File: src/rtl/rsrx_02a.sv
// rsrx_02a -- oversampling asynchronous serial receiver with a small
// first-word-fall-through FIFO carrying per-entry error flags.
//
// The line is double-flopped. A runtime prescaler produces oversample ticks.
// A tick-driven FSM then takes a 3-sample majority vote at the centre of each
// bit and pushes {parityErr, frameErr, data} into the FIFO.
//
// Optional feature macro: RSRX_PARITY_EN
//   Defined:   one parity bit follows the data bits. PARITY_ODD selects odd
//              or even parity, and a mismatch is reported on rxError[1].
//   Undefined: no parity bit. rxError[1] is always 0.
//
// Ports:
//   clk            single clock for the whole block
//   reset_n        synchronous active-low reset
//   rxSerialData   asynchronous serial line, idle high
//   baudDiv        oversample tick every baudDiv+1 clk cycles
//   rxParallelData FIFO head word, 0 when empty
//   rxError        head-entry flags {parityErr, frameErr}, 0 when empty
//   rxTrigger      pop the head entry (ignored when empty)
//   rxErrClear     clears sticky overrun
//   rxStatus       {overrun, fifoFull, dataExist, busy}
module rsrx_02a #(
  parameter int DATA_BITS  = 8,
  parameter int OVERSAMPLE = 16,
  parameter int DIV_WIDTH  = 16,
  parameter int FIFO_DEPTH = 4,
  parameter int STOP_BITS  = 1,
  parameter int PARITY_ODD = 0
) (
  input  logic                 clk,
  input  logic                 reset_n,
  input  logic                 rxSerialData,
  input  logic [DIV_WIDTH-1:0] baudDiv,
  output logic [DATA_BITS-1:0] rxParallelData,
  output logic [1:0]           rxError,
  input  logic                 rxTrigger,
  input  logic                 rxErrClear,
  output logic [3:0]           rxStatus
);

  localparam int SCW  = $clog2(OVERSAMPLE);
  localparam int PTRW = $clog2(FIFO_DEPTH);
  localparam int CNTW = PTRW + 1;
  localparam int ENTW = DATA_BITS + 2;
  localparam int MID  = OVERSAMPLE / 2;

  localparam logic [SCW-1:0]  VOTE_A      = SCW'(MID - 1);
  localparam logic [SCW-1:0]  VOTE_B      = SCW'(MID);
  localparam logic [SCW-1:0]  DECIDE      = SCW'(MID + 1);
  localparam logic [SCW-1:0]  LAST_SAMPLE = SCW'(OVERSAMPLE - 1);
  localparam logic [3:0]      LAST_DATA   = 4'(DATA_BITS - 1);
  localparam logic [3:0]      LAST_STOP   = 4'(STOP_BITS - 1);
  localparam logic [CNTW-1:0] DEPTH       = CNTW'(FIFO_DEPTH);

`ifdef RSRX_PARITY_EN
  localparam logic PAR_ODD = (PARITY_ODD != 0);

  // Parity bit the transmitter should have sent for this data word.
  function automatic logic expectedParity(input logic [DATA_BITS-1:0] d);
    return (^d) ^ PAR_ODD;
  endfunction

  typedef enum logic [2:0] {
    IDLE = 3'd0, START = 3'd1, DATA = 3'd2, PARITY = 3'd3, STOP = 3'd4
  } state_t;
`else
  typedef enum logic [2:0] {
    IDLE = 3'd0, START = 3'd1, DATA = 3'd2, STOP = 3'd4
  } state_t;
`endif

  logic                 sync1, lineS;
  logic [DIV_WIDTH-1:0] prescCnt;
  logic                 tick;
  state_t               state;
  logic [SCW-1:0]       sampleCnt;
  logic [3:0]           bitCnt;
  logic [DATA_BITS-1:0] shiftReg;
  logic                 vote0, vote1, majS;
  logic                 decideS, bitEndS, pushS;
  logic                 frameErr, parityErr, busy;
  logic [ENTW-1:0]      pushEntry, headEntry;
  logic [ENTW-1:0]      mem [FIFO_DEPTH];
  logic [PTRW-1:0]      wrPtr, rdPtr;
  logic [CNTW-1:0]      count;
  logic                 overrun, fullS, emptyS, popS, wrEnS;

  // Two-flop synchroniser; idle-high so reset does not look like a start bit.
  always_ff @(posedge clk) begin
    if (!reset_n) begin
      sync1 <= 1'b1;
      lineS <= 1'b1;
    end else begin
      sync1 <= rxSerialData;
      lineS <= sync1;
    end
  end

  // Free-running prescaler; a new baudDiv is only picked up on reload.
  always_ff @(posedge clk) begin
    if (!reset_n) begin
      prescCnt <= baudDiv;
    end else if (prescCnt == '0) begin
      prescCnt <= baudDiv;
    end else begin
      prescCnt <= prescCnt - DIV_WIDTH'(1);
    end
  end

  assign tick    = (prescCnt == '0);
  assign majS    = (vote0 & vote1) | (vote0 & lineS) | (vote1 & lineS);
  assign decideS = (sampleCnt == DECIDE);
  assign bitEndS = (sampleCnt == LAST_SAMPLE);
  // The last stop bit's vote goes straight into the entry so that the push
  // can happen on the decision tick itself.
  assign pushS   = tick && (state == STOP) && decideS && (bitCnt == LAST_STOP);
  assign pushEntry = {parityErr, frameErr | ~majS, shiftReg};

`ifndef RSRX_PARITY_EN
  assign parityErr = 1'b0;
`endif

  // Receive FSM: advances on oversample ticks only.
  always_ff @(posedge clk) begin
    if (!reset_n) begin
      state     <= IDLE;
      sampleCnt <= '0;
      bitCnt    <= 4'd0;
      shiftReg  <= '0;
      vote0     <= 1'b1;
      vote1     <= 1'b1;
      frameErr  <= 1'b0;
`ifdef RSRX_PARITY_EN
      parityErr <= 1'b0;
`endif
      busy      <= 1'b0;
    end else if (tick) begin
      if (state != IDLE) begin
        sampleCnt <= bitEndS ? '0 : sampleCnt + SCW'(1);
        if (sampleCnt == VOTE_A) vote0 <= lineS;
        if (sampleCnt == VOTE_B) vote1 <= lineS;
      end
      case (state)
        IDLE: begin
          // The tick that sees the low line counts as sample 0 of the start bit.
          if (!lineS) begin
            state     <= START;
            sampleCnt <= SCW'(1);
            bitCnt    <= 4'd0;
            busy      <= 1'b1;
            frameErr  <= 1'b0;
`ifdef RSRX_PARITY_EN
            parityErr <= 1'b0;
`endif
          end
        end
        START: begin
          if (decideS && majS) begin
            state     <= IDLE;
            sampleCnt <= '0;
            busy      <= 1'b0;
          end else if (bitEndS) begin
            state <= DATA;
          end
        end
        DATA: begin
          if (decideS) shiftReg <= {majS, shiftReg[DATA_BITS-1:1]};
          if (bitEndS) begin
            if (bitCnt == LAST_DATA) begin
              bitCnt <= 4'd0;
`ifdef RSRX_PARITY_EN
              state  <= PARITY;
`else
              state  <= STOP;
`endif
            end else begin
              bitCnt <= bitCnt + 4'd1;
            end
          end
        end
`ifdef RSRX_PARITY_EN
        PARITY: begin
          if (decideS) parityErr <= (majS != expectedParity(shiftReg));
          if (bitEndS) state <= STOP;
        end
`endif
        STOP: begin
          if (decideS && !majS) frameErr <= 1'b1;
          if (pushS) begin
            state     <= IDLE;
            sampleCnt <= '0;
            busy      <= 1'b0;
          end else if (bitEndS) begin
            bitCnt <= bitCnt + 4'd1;
          end
        end
        default: begin
          state <= IDLE;
          busy  <= 1'b0;
        end
      endcase
    end
  end

  assign emptyS = (count == '0);
  assign fullS  = (count == DEPTH);
  assign popS   = rxTrigger && !emptyS;
  // A pop on the same edge frees the slot, so a push at full is still taken.
  assign wrEnS  = pushS && (!fullS || popS);

  // FIFO storage; no reset needed because reads are masked while empty.
  always_ff @(posedge clk) begin
    if (wrEnS) mem[wrPtr] <= pushEntry;
  end

  // FIFO pointers, occupancy and sticky overrun (set beats clear).
  always_ff @(posedge clk) begin
    if (!reset_n) begin
      wrPtr   <= '0;
      rdPtr   <= '0;
      count   <= '0;
      overrun <= 1'b0;
    end else begin
      if (wrEnS) wrPtr <= wrPtr + PTRW'(1);
      if (popS)  rdPtr <= rdPtr + PTRW'(1);
      case ({wrEnS, popS})
        2'b10:   count <= count + CNTW'(1);
        2'b01:   count <= count - CNTW'(1);
        default: count <= count;
      endcase
      if (pushS && fullS && !popS) begin
        overrun <= 1'b1;
      end else if (rxErrClear) begin
        overrun <= 1'b0;
      end
    end
  end

  // Output decode from registers only; the head reads as zero when empty.
  always_comb begin
    headEntry = mem[rdPtr];
    if (!emptyS) begin
      rxParallelData = headEntry[DATA_BITS-1:0];
      rxError        = headEntry[ENTW-1:DATA_BITS];
    end else begin
      rxParallelData = '0;
      rxError        = 2'b00;
    end
    rxStatus = {overrun, fullS, !emptyS, busy};
  end

endmodule

File: config.mk
export PLATFORM = sky130hd
export DESIGN_NAME = rsrx_02a
export DESIGN_NICKNAME = d
export VERILOG_FILES = /design/src/rtl/rsrx_02a.sv
export SDC_FILE = /design/constraint.sdc
export NUM_CORES = 1
export LEC_CHECK = 0
export CAP_MARGIN = 20
export CORE_MARGIN = 3
export CORE_UTILIZATION = 50
export DETAILED_ROUTE_END_ITERATION = 10
export HOLD_SLACK_MARGIN = 0.05
export PLACE_DENSITY = 0.7
export SYNTH_ARGS = -nofsm -noshare
export SYNTH_HDL_FRONTEND = slang
export SYNTH_SLANG_ARGS = --single-unit
File: constraint.sdc
create_clock -name clk -period 4.07 [get_ports clk]
set_input_delay 0.814 -clock clk [delete_from_list [all_inputs] [get_ports clk]]
set_output_delay 0.814 -clock clk [all_outputs]
set_load 0.05 [all_outputs]
**Run 1: register map, names as in the netlist**

(3 px per um)
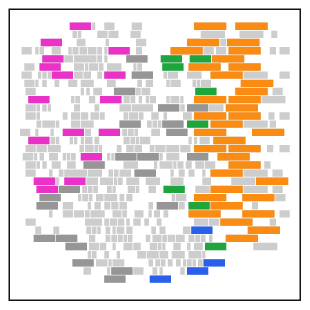
netlist name	color	placed flops
`bitCnt`	blue	4
`mem`	orange	36
`shiftReg`	green	8
`prescCnt`	magenta	16
not colored	23

**Run 1: placed cells, one color a class**

(3 px per um)
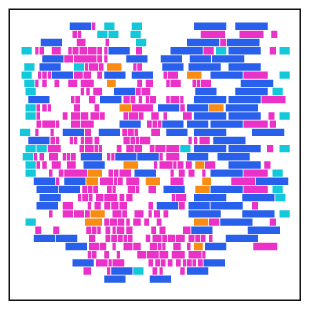
class	color	cells	share of their area
sequential cells	blue	87	46%
clock drivers and dummy loads	orange	16	4.4%
remaining buffers and delay cells	cyan	33	7.3%
remaining logic cells	magenta	281	42%

**Run 1: clock wires, drivers and flops**

(3 px per um)
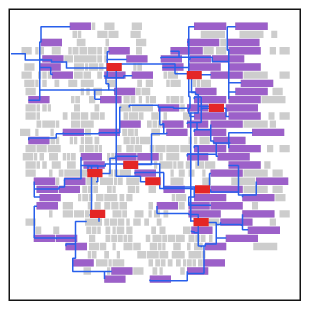
[flip-flops] purple | count: 87
[clock wires] blue | length: 973 um
[clock-net drivers] red | count: 9
flops lie	all over the die

==> results.sh, run 1 <==
# flow metrics
export IMPL_status="completed"
export IMPL_comb_power_mw=0.0870
export IMPL_h_tree_depth=3
export IMPL_n_all_buffers=33
export IMPL_ctsResizeCount=0
export IMPL_synth_xor_xnor_area_share=0.03634
export IMPL_io_pins=35
export IMPL_via_per_inst=5.509
export IMPL_most_common_cell="dfxtp_1"
export IMPL_regMostFlops="mem"
export IMPL_crit_cells=3
export IMPL_slew_violations=0
export IMPL_edf_count=36
export IMPL_grt_first_pass_wirelength_um=12700
export IMPL_clock_sinks=87
export IMPL_yosys_area_share_aoi=0.08855
export IMPL_setup_viol=0
export IMPL_inverters=13
export IMPL_mux_share=0.08153
export IMPL_wl_per_cell_um=14.79
export IMPL_grt_pass1_vias=2776
export IMPL_sh_seq_area=0.4506
export IMPL_critical_path_class="flop to primary output"
export IMPL_hold_viol_final=0
export IMPL_required_ns=3.26
export IMPL_reg2reg_from="bitCnt[0]"
export IMPL_final_clk_cell_share=0.04238
export IMPL_synth_area_per_cell_sq_um=10.59
export IMPL_irDropWorstVdd_mv=0.2215
export IMPL_cts_root_buf="clkbuf_8"
export IMPL_fmax_mhz=298.7
export IMPL_endpoint="rxParallelData[3]"
export IMPL_rsz0062_at_grt="false"
export IMPL_arrival_ns=2.53
export IMPL_vias=2859
export IMPL_ff2ff_setup_slack_ns=1.10
export IMPL_clk_pin_slew_ns=0.09
export IMPL_finalSetupTns_ns=0
export IMPL_layout_drive_gt1_share=0.08633
export IMPL_largest_register_ffs=36
export IMPL_top_area_cell="edfxtp_1"
export IMPL_critical_path_max_stage_delay_ns=0.73
export IMPL_post_cts_buffers=0
export IMPL_drt_total_wl_um=7677
export IMPL_reg2regPathDepth=12
export IMPL_seq_cells=87
export IMPL_antenna_found_initial=0
export IMPL_grt_busiest_layer="met2"
**Run 1: port wiring**

(4 px per um)
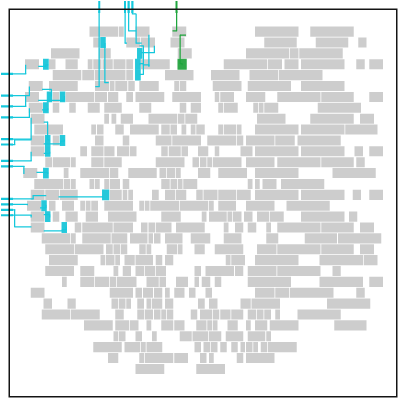

--- run 2 (diff from run 1) ---
- PLACE_DENSITY: 0.7 -> 0.73
- clock period: 4.07 -> 3 ns (I/O delays scaled with it)
**Run 2: port wiring**

(4 px per um)
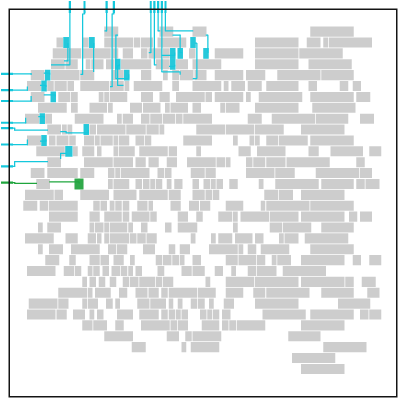
port	color	bits	direction	edge	end cells	buffers	wire
`baudDiv`	cyan	16	input	9 top, 7 left	16	16	251 um
`rxErrClear`	green	1	input	left	1	1	14.1 um

**Run 2: cell outlines without signal wires**

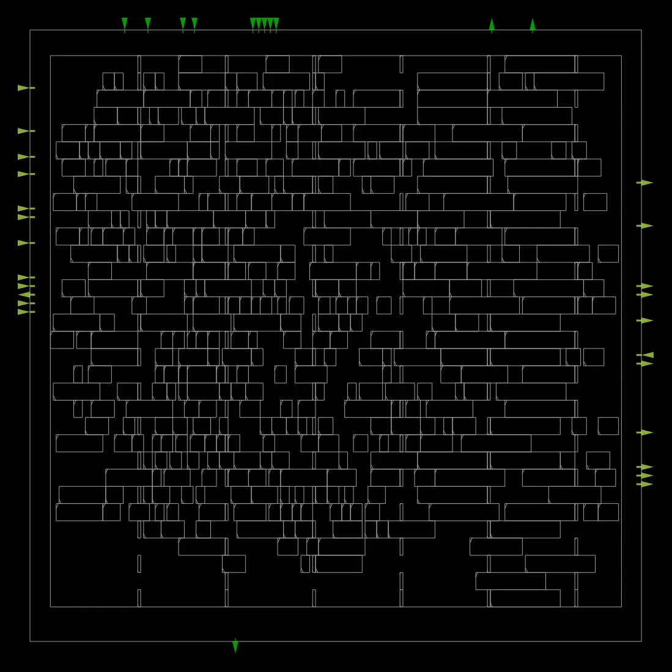
core box area: 0.007848 sq mm
row count: 32
flop count: 87
final std cells w/o fill: 529
flop share of the area: 0.4442

==> results.sh, run 2 <==
# flow metrics
export IMPL_status="completed"
export IMPL_io_pins=35
export IMPL_required_ns=2.40
export IMPL_critical_path_max_stage_delay_ns=0.70
export IMPL_clk_pin_slew_ns=0.10
export IMPL_irDropWorstVdd_mv=0.2689
export IMPL_synth_area_per_cell_sq_um=10.59
export IMPL_mux_share=0.08153
export IMPL_reg2regPathDepth=12
export IMPL_via_per_inst=5.558
export IMPL_largest_register_ffs=36
export IMPL_area_dominant_class="registers"
export IMPL_grt_busiest_layer="met2"
export IMPL_ff2ff_setup_slack_ns=0.24
export IMPL_arrival_ns=2.23
export IMPL_cts_root_buf="clkbuf_8"
export IMPL_crit_cells=3
export IMPL_ctsResizeCount=6
export IMPL_worstMarginPinSlew_ns=0.5698
export IMPL_clock_sinks=87
export IMPL_top_area_cell="edfxtp_1"
export IMPL_grt_pass1_vias=2832
export IMPL_vias=2940
export IMPL_finalSetupTns_ns=0
export IMPL_endpoint="rxParallelData[6]"
export IMPL_reg2reg_from="bitCnt[0]"
export IMPL_synth_xor_xnor_area_share=0.03634
export IMPL_most_common_cell="dfxtp_1"
export IMPL_edf_count=36
export IMPL_hold_viol_final=0
export IMPL_grt_first_pass_wirelength_um=13590
export IMPL_rsz0062_at_grt="false"
export IMPL_slew_violations=0
export IMPL_antenna_found_initial=0
export IMPL_wl_per_cell_um=15.16
export IMPL_comb_power_mw=0.124
export IMPL_regMostFlops="mem"
export IMPL_setup_viol=0
export IMPL_inverters=13
export IMPL_h_tree_depth=3
**Run 2: clock wires, drivers and flops**

(3 px per um)
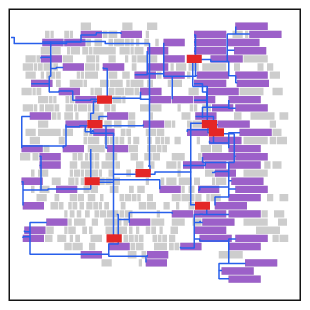
[clock wires] blue | length: 972 um
[flip-flops] purple | count: 87
[clock-net drivers] red | count: 9
routed clock nets	10
Clk. pwr: 0.795 mW
Setup Skew: 0.007125 ns

No activity file was given, so power comes from the tool's default toggle rates.
